**src/rtl/ps2_host_transmitter.sv**
```systemverilog
// PS/2 host-to-device command transmitter: inhibit, request-to-send, then shift one
// byte out on device clock edges and collect the device's acknowledge bit.
`timescale 1ns/1ps
module ps2_host_transmitter #(
  parameter int unsigned INHIBIT_CYCLES = 5000,
  parameter int unsigned RTS_CYCLES     = 50,
  parameter int unsigned TIMEOUT_CYCLES = 750000,
  parameter int unsigned CNT_WIDTH      = 20
) (
  input  logic       clk,
  input  logic       rst,
  input  logic [7:0] tx_data,
  input  logic       tx_start,
  output logic       tx_busy,
  output logic       tx_done,
  output logic       tx_ack_error,
  output logic       tx_timeout,
  output logic       rx_inhibit,
  input  logic       ps2_clk_in,
  input  logic       ps2_data_in,
  output logic       ps2_clk_oe,
  output logic       ps2_data_oe
);

  typedef enum logic [2:0] {
    StIdle, StInhibit, StRequest, StSend, StWaitAck, StWaitIdle
  } state_e;

  localparam logic [CNT_WIDTH-1:0] InhibitLast = CNT_WIDTH'(INHIBIT_CYCLES - 1);
  localparam logic [CNT_WIDTH-1:0] RtsLast     = CNT_WIDTH'(RTS_CYCLES - 1);
  localparam logic [CNT_WIDTH-1:0] TimeoutLast = CNT_WIDTH'(TIMEOUT_CYCLES - 1);
  localparam logic [CNT_WIDTH-1:0] CntOne      = CNT_WIDTH'(1);

  state_e               state_q, state_d;
  logic [CNT_WIDTH-1:0] cnt_q, cnt_d;
  logic [3:0]           bit_cnt_q, bit_cnt_d;
  logic [9:0]           shift_q, shift_d;
  logic                 data_oe_q, data_oe_d;
  logic                 done_q, done_d;
  logic                 ack_err_q, ack_err_d;
  logic                 timeout_q, timeout_d;
  logic [1:0]           clk_sync_q, data_sync_q;
  logic                 clk_prev_q;

  logic clk_s, data_s, clk_fall, tmo_hit;

  assign clk_s    = clk_sync_q[1];
  assign data_s   = data_sync_q[1];
  assign clk_fall = clk_prev_q & ~clk_s;
  assign tmo_hit  = (cnt_q == TimeoutLast);

  always_ff @(posedge clk or posedge rst) begin
    if (rst) begin
      clk_sync_q  <= 2'b11;
      data_sync_q <= 2'b11;
      clk_prev_q  <= 1'b1;
    end else begin
      clk_sync_q  <= {clk_sync_q[0], ps2_clk_in};
      data_sync_q <= {data_sync_q[0], ps2_data_in};
      clk_prev_q  <= clk_sync_q[1];
    end
  end

  always_ff @(posedge clk or posedge rst) begin
    if (rst) begin
      state_q   <= StIdle;
      cnt_q     <= '0;
      bit_cnt_q <= '0;
      shift_q   <= '0;
      data_oe_q <= 1'b0;
      done_q    <= 1'b0;
      ack_err_q <= 1'b0;
      timeout_q <= 1'b0;
    end else begin
      state_q   <= state_d;
      cnt_q     <= cnt_d;
      bit_cnt_q <= bit_cnt_d;
      shift_q   <= shift_d;
      data_oe_q <= data_oe_d;
      done_q    <= done_d;
      ack_err_q <= ack_err_d;
      timeout_q <= timeout_d;
    end
  end

  always_comb begin
    state_d   = state_q;
    cnt_d     = cnt_q;
    bit_cnt_d = bit_cnt_q;
    shift_d   = shift_q;
    data_oe_d = data_oe_q;
    done_d    = 1'b0;
    ack_err_d = ack_err_q;
    timeout_d = timeout_q;

    unique case (state_q)
      StIdle: begin
        // done_q keeps busy high for the completion cycle, so a start there is dropped
        if (tx_start && !tx_busy) begin
          shift_d   = {1'b1, ~^tx_data, tx_data};
          ack_err_d = 1'b0;
          timeout_d = 1'b0;
          cnt_d     = '0;
          state_d   = StInhibit;
        end
      end
      StInhibit: begin
        if (cnt_q == InhibitLast) begin
          cnt_d     = '0;
          data_oe_d = 1'b1;
          state_d   = StRequest;
        end else begin
          cnt_d = cnt_q + CntOne;
        end
      end
      StRequest: begin
        if (cnt_q == RtsLast) begin
          cnt_d     = '0;
          bit_cnt_d = '0;
          state_d   = StSend;
        end else begin
          cnt_d = cnt_q + CntOne;
        end
      end
      StSend, StWaitAck, StWaitIdle: begin
        if (tmo_hit) begin
          data_oe_d = 1'b0;
          timeout_d = 1'b1;
          done_d    = 1'b1;
          state_d   = StIdle;
        end else begin
          cnt_d = cnt_q + CntOne;
          if (state_q == StSend) begin
            if (clk_fall) begin
              data_oe_d = ~shift_q[0];
              shift_d   = {1'b1, shift_q[9:1]};
              bit_cnt_d = bit_cnt_q + 4'd1;
              if (bit_cnt_q == 4'd9) state_d = StWaitAck;
            end
          end else if (state_q == StWaitAck) begin
            if (clk_fall) begin
              ack_err_d = data_s;
              state_d   = StWaitIdle;
            end
          end else if (clk_s && data_s) begin
            done_d  = 1'b1;
            state_d = StIdle;
          end
        end
      end
      default: state_d = StIdle;
    endcase
  end

  assign tx_busy      = (state_q != StIdle) | done_q;
  assign rx_inhibit   = tx_busy;
  assign tx_done      = done_q;
  assign tx_ack_error = ack_err_q;
  assign tx_timeout   = timeout_q;
  assign ps2_clk_oe   = (state_q == StInhibit) | (state_q == StRequest);
  assign ps2_data_oe  = data_oe_q;

endmodule

```
**config.mk**
```make
export PLATFORM = sky130hd
export DESIGN_NAME = ps2_host_transmitter
export DESIGN_NICKNAME = d
export VERILOG_FILES = /design/src/rtl/ps2_host_transmitter.sv
export SDC_FILE = /design/constraint.sdc
export NUM_CORES = 1
export LEC_CHECK = 0
export CORE_ASPECT_RATIO = 1.1
export CORE_MARGIN = 1.5
export CORE_UTILIZATION = 25
export CTS_CLUSTER_SIZE = 10
export DETAILED_ROUTE_END_ITERATION = 6
export RECOVER_POWER = 50
export SLEW_MARGIN = 5
export SYNTH_ARGS = -nofsm -noshare
export SYNTH_HDL_FRONTEND = slang
export SYNTH_SLANG_ARGS = --single-unit
```
**constraint.sdc**
```tcl
create_clock -name clk -period 2.34 [get_ports clk]
set_clock_uncertainty 0.2 [all_clocks]
set_input_delay 0.702 -clock clk [delete_from_list [all_inputs] [get_ports clk]]
set_output_delay 0.702 -clock clk [all_outputs]
set_load 0.005 [all_outputs]
```
==> impl_metrics.yaml, run 1 <==
# generated from flow reports
worst_hold_path:
  worstHoldPathCells: 0
  whs_endpoint: "data_sync_q[1]$_DFF_PP1_"
worst_setup_path:
  required_ns: 2.29
  startpoint: "cnt_q[1]$_DFFE_PP0P_"
  crit_type: "flip-flop to flip-flop"
  regToRegStartpoint: "cnt_q[1]$_DFFE_PP0P_"
  reg2regPathDepth: 9
  critPathMaxFanout: 5
  crit_chain: "ha_4 -> nand3_4 -> or4_4 -> buf_6 -> buf_8 -> nor3_4 -> buf_6 -> or4_4 -> o22ai_1"
  cp.buffers_inverters: 3
pwr:
  p_int_uw: 2600
  p_comb_uw: 1970
grt:
  grt_pass1_wl_um: 11800
  grtUsageTotal_pct: 12.7
  grt-busiest-layer: "met2"
timing:
  rsz0062_at_grt: "true"
  layout_setup_ws_ns: -0.0820
  period_used_pct: 104
  setup_viol: 10
  fin_crit_ns: 2.42
route:
  vias_per_cell: 4.72
  wl_met3_um: 226
logic_synthesis:
  ys_ff: 46
  syn_area_sq_mm: 0.00276
  syn_inst: 293
  topCellsByArea: "dfrtp_1, nand2_1, dfstp_2"
  ys_sh_simple_pct: 26.6
  ys.flop_type: "dfrtp_1"
cells_and_area:
  clkbuf_count: 5
  seq_area_share_pct: 28.9
  buf_share_pct: 18.8
cts:
  hold_buffers: 0
  post_cts_resized: 17
  cts_sinks: 46
status:
  status: "finished, violations left"
  violations: "negative setup slack"
placed_design:
  hpwlAfterDp_um: 4910
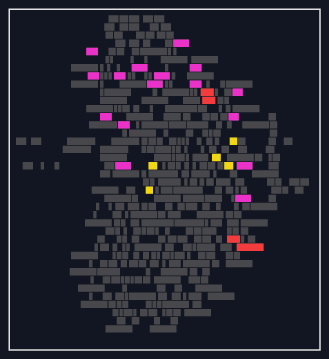
Figure 1: run 1, gate-type map.
(3 px per um)
- red: fa/ha/maj cells (cells 4; most used ha_1)
- yellow: non-inverting ao/oa cells (cells 5)
- magenta: mux cells (cells 16)

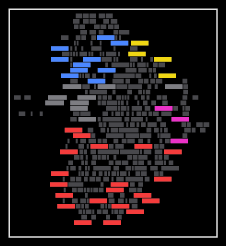
Figure 2: run 1, sequential cells grouped by signal name.
(2 px per um) Other sequential cells in the stronger grey, the rest of the logic in the fainter grey.
- blue: shift_q (sequential cells 10)
- red: cnt_q (sequential cells 20)
- magenta: state_q (sequential cells 3)
- yellow: bit_cnt_q (sequential cells 4)
- not coloured: 9

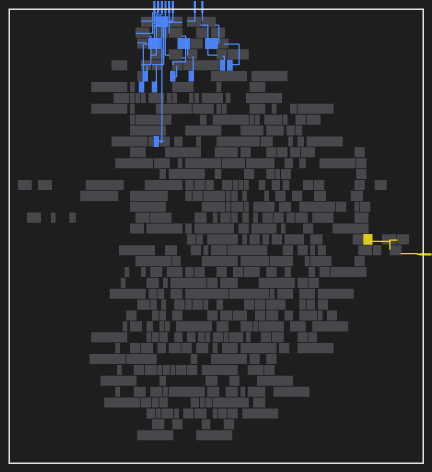
Figure 3: run 1, I/O nets highlighted.
(4 px per um)
- blue: tx_data (direction input; end cells 12; buffers 16; wire 206 um)
- yellow: tx_busy (direction output; end cells 1; buffers 1; wire 13.8 um)

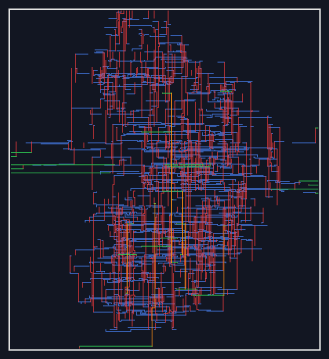
Figure 4: run 1, metal layers overlaid.
(3 px per um)
- orange: M4 (wire length 194 um)
- green: M3 (wire length 227 um)
- red: M2 (wire length 3,420 um)
- blue: M1 (wire length 3,200 um)

==> inputs of run 2 (changes only) <==
--- a/config.mk
+++ b/config.mk
@@ -11,7 +11,6 @@
 export CTS_CLUSTER_SIZE = 10
 export DETAILED_ROUTE_END_ITERATION = 6
 export RECOVER_POWER = 50
-export SLEW_MARGIN = 5
 export SYNTH_ARGS = -nofsm -noshare
 export SYNTH_HDL_FRONTEND = slang
 export SYNTH_SLANG_ARGS = --single-unit
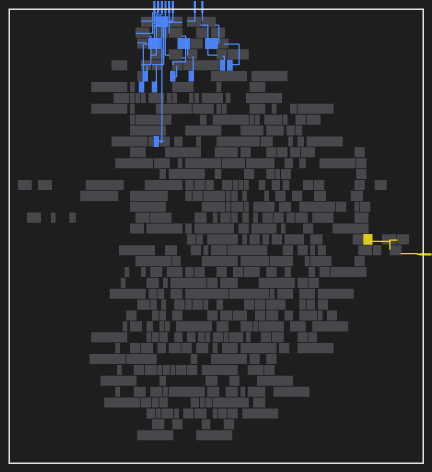
Figure 5: run 2, I/O nets highlighted.
(4 px per um)
- yellow: tx_busy (direction output; end cells 1; buffers 1; wire 13.8 um)
- blue: tx_data (direction input; end cells 12; buffers 16; wire 206 um)

==> run 2 against run 1 <==
  * The flow still finishes with violations (negative setup slack)
  * Via count did not move
  * Clock power hardly changed
  * Final cell count did not move
  * Total power unchanged
  * Routed wire length unchanged
  * Largest power group unchanged
==> impl_metrics.yaml, run 2 <==
# generated from flow reports
cts:
  cts_sinks: 46
  post_cts_resized: 17
  hold_buffers: 0
status:
  violations: "negative setup slack"
  status: "finished, violations left"
pwr:
  p_comb_uw: 1970
  swShare_pct: 35.0
logic_synthesis:
  syn_inst: 293
  syn_area_sq_mm: 0.00276
  topCellsByArea: "dfrtp_1, nand2_1, dfstp_2"
  ys_ff: 46
  ys_sh_simple_pct: 26.6
  ys.flop_type: "dfrtp_1"
  synthMuxAreaShare_pct: 6.72
grt:
  grt-busiest-layer: "met2"
  grtUsageTotal_pct: 12.7
  grt_pass1_wl_um: 11800
placed_design:
  dp.cells: 505
  hpwlAfterDp_um: 4910
worst_setup_path:
  critPathMaxFanout: 5
  crit_chain: "ha_4 -> nand3_4 -> or4_4 -> buf_6 -> buf_8 -> nor3_4 -> buf_6 -> or4_4 -> o22ai_1"
  regToRegStartpoint: "cnt_q[1]$_DFFE_PP0P_"
  startpoint: "cnt_q[1]$_DFFE_PP0P_"
  crit_type: "flip-flop to flip-flop"
  cp.buffers_inverters: 3
  required_ns: 2.29
  reg2regPathDepth: 9
cells_and_area:
  clkbuf_count: 5
  seq_area_share_pct: 28.9
  buf_share_pct: 18.8
floorplan:
  tap_cells: 147
route:
  wl_met3_um: 226
  vias_per_cell: 4.72
timing:
  rsz0062_at_grt: "true"
  layout_setup_ws_ns: -0.0820
  setup_viol: 10
  fin_crit_ns: 2.42
worst_hold_path:
  whs_endpoint: "data_sync_q[1]$_DFF_PP1_"
Figure 6. Gate-type map (run 2).
(3 px per um)
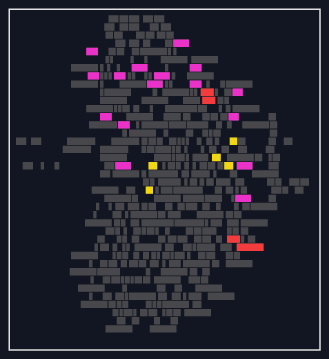

==> inputs of run 3 (changes only) <==
==> constraint.sdc (replaced) <==
create_clock -name clk -period 2.3 [get_ports clk]
set_clock_uncertainty 0.2 [all_clocks]
set_input_delay 0.69 -clock clk [delete_from_list [all_inputs] [get_ports clk]]
set_output_delay 0.69 -clock clk [all_outputs]
set_load 0.005 [all_outputs]
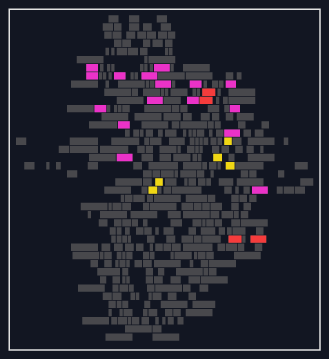
Figure 7: run 3, gate-type map.
(3 px per um)
- magenta: mux cells (cells 16)
- yellow: non-inverting ao/oa cells (cells 5)
- red: fa/ha/maj cells (cells 4; most used ha_1)

==> run 3 against run 2 <==
  * Maximum frequency up 2.0%
  * Largest power group unchanged
  * Via count about the same
  * Critical path type unchanged
  * Combinational power up 4%
  * The run still ends with negative setup slack left
  * Highest routed layer unchanged
==> impl_metrics.yaml, run 3 <==
# generated from flow reports
worst_setup_path:
  reg2regPathDepth: 5
  cp.buffers_inverters: 0
  crit_type: "flip-flop to flip-flop"
  startpoint: "cnt_q[10]$_DFFE_PP0P_"
cells_and_area:
  buf_share_pct: 19.8
  seq_area_share_pct: 28.5
pwr:
  swShare_pct: 37.8
logic_synthesis:
  ys_sh_simple_pct: 26.6
  topCellsByArea: "dfrtp_1, nand2_1, dfstp_2"
  syn_inst: 293
  syn_area_sq_mm: 0.00276
cts:
  hold_buffers: 0
grt:
  grt-busiest-layer: "met2"
  grtUsageTotal_pct: 12.5
route:
  vias_per_cell: 4.65
placed_design:
  hpwlAfterDp_um: 4890
timing:
  layout_setup_ws_ns: -0.0753
  setup_viol: 24
status:
  violations: "negative setup slack"
  status: "finished, violations left"
Power and IR drop assume default switching activity.
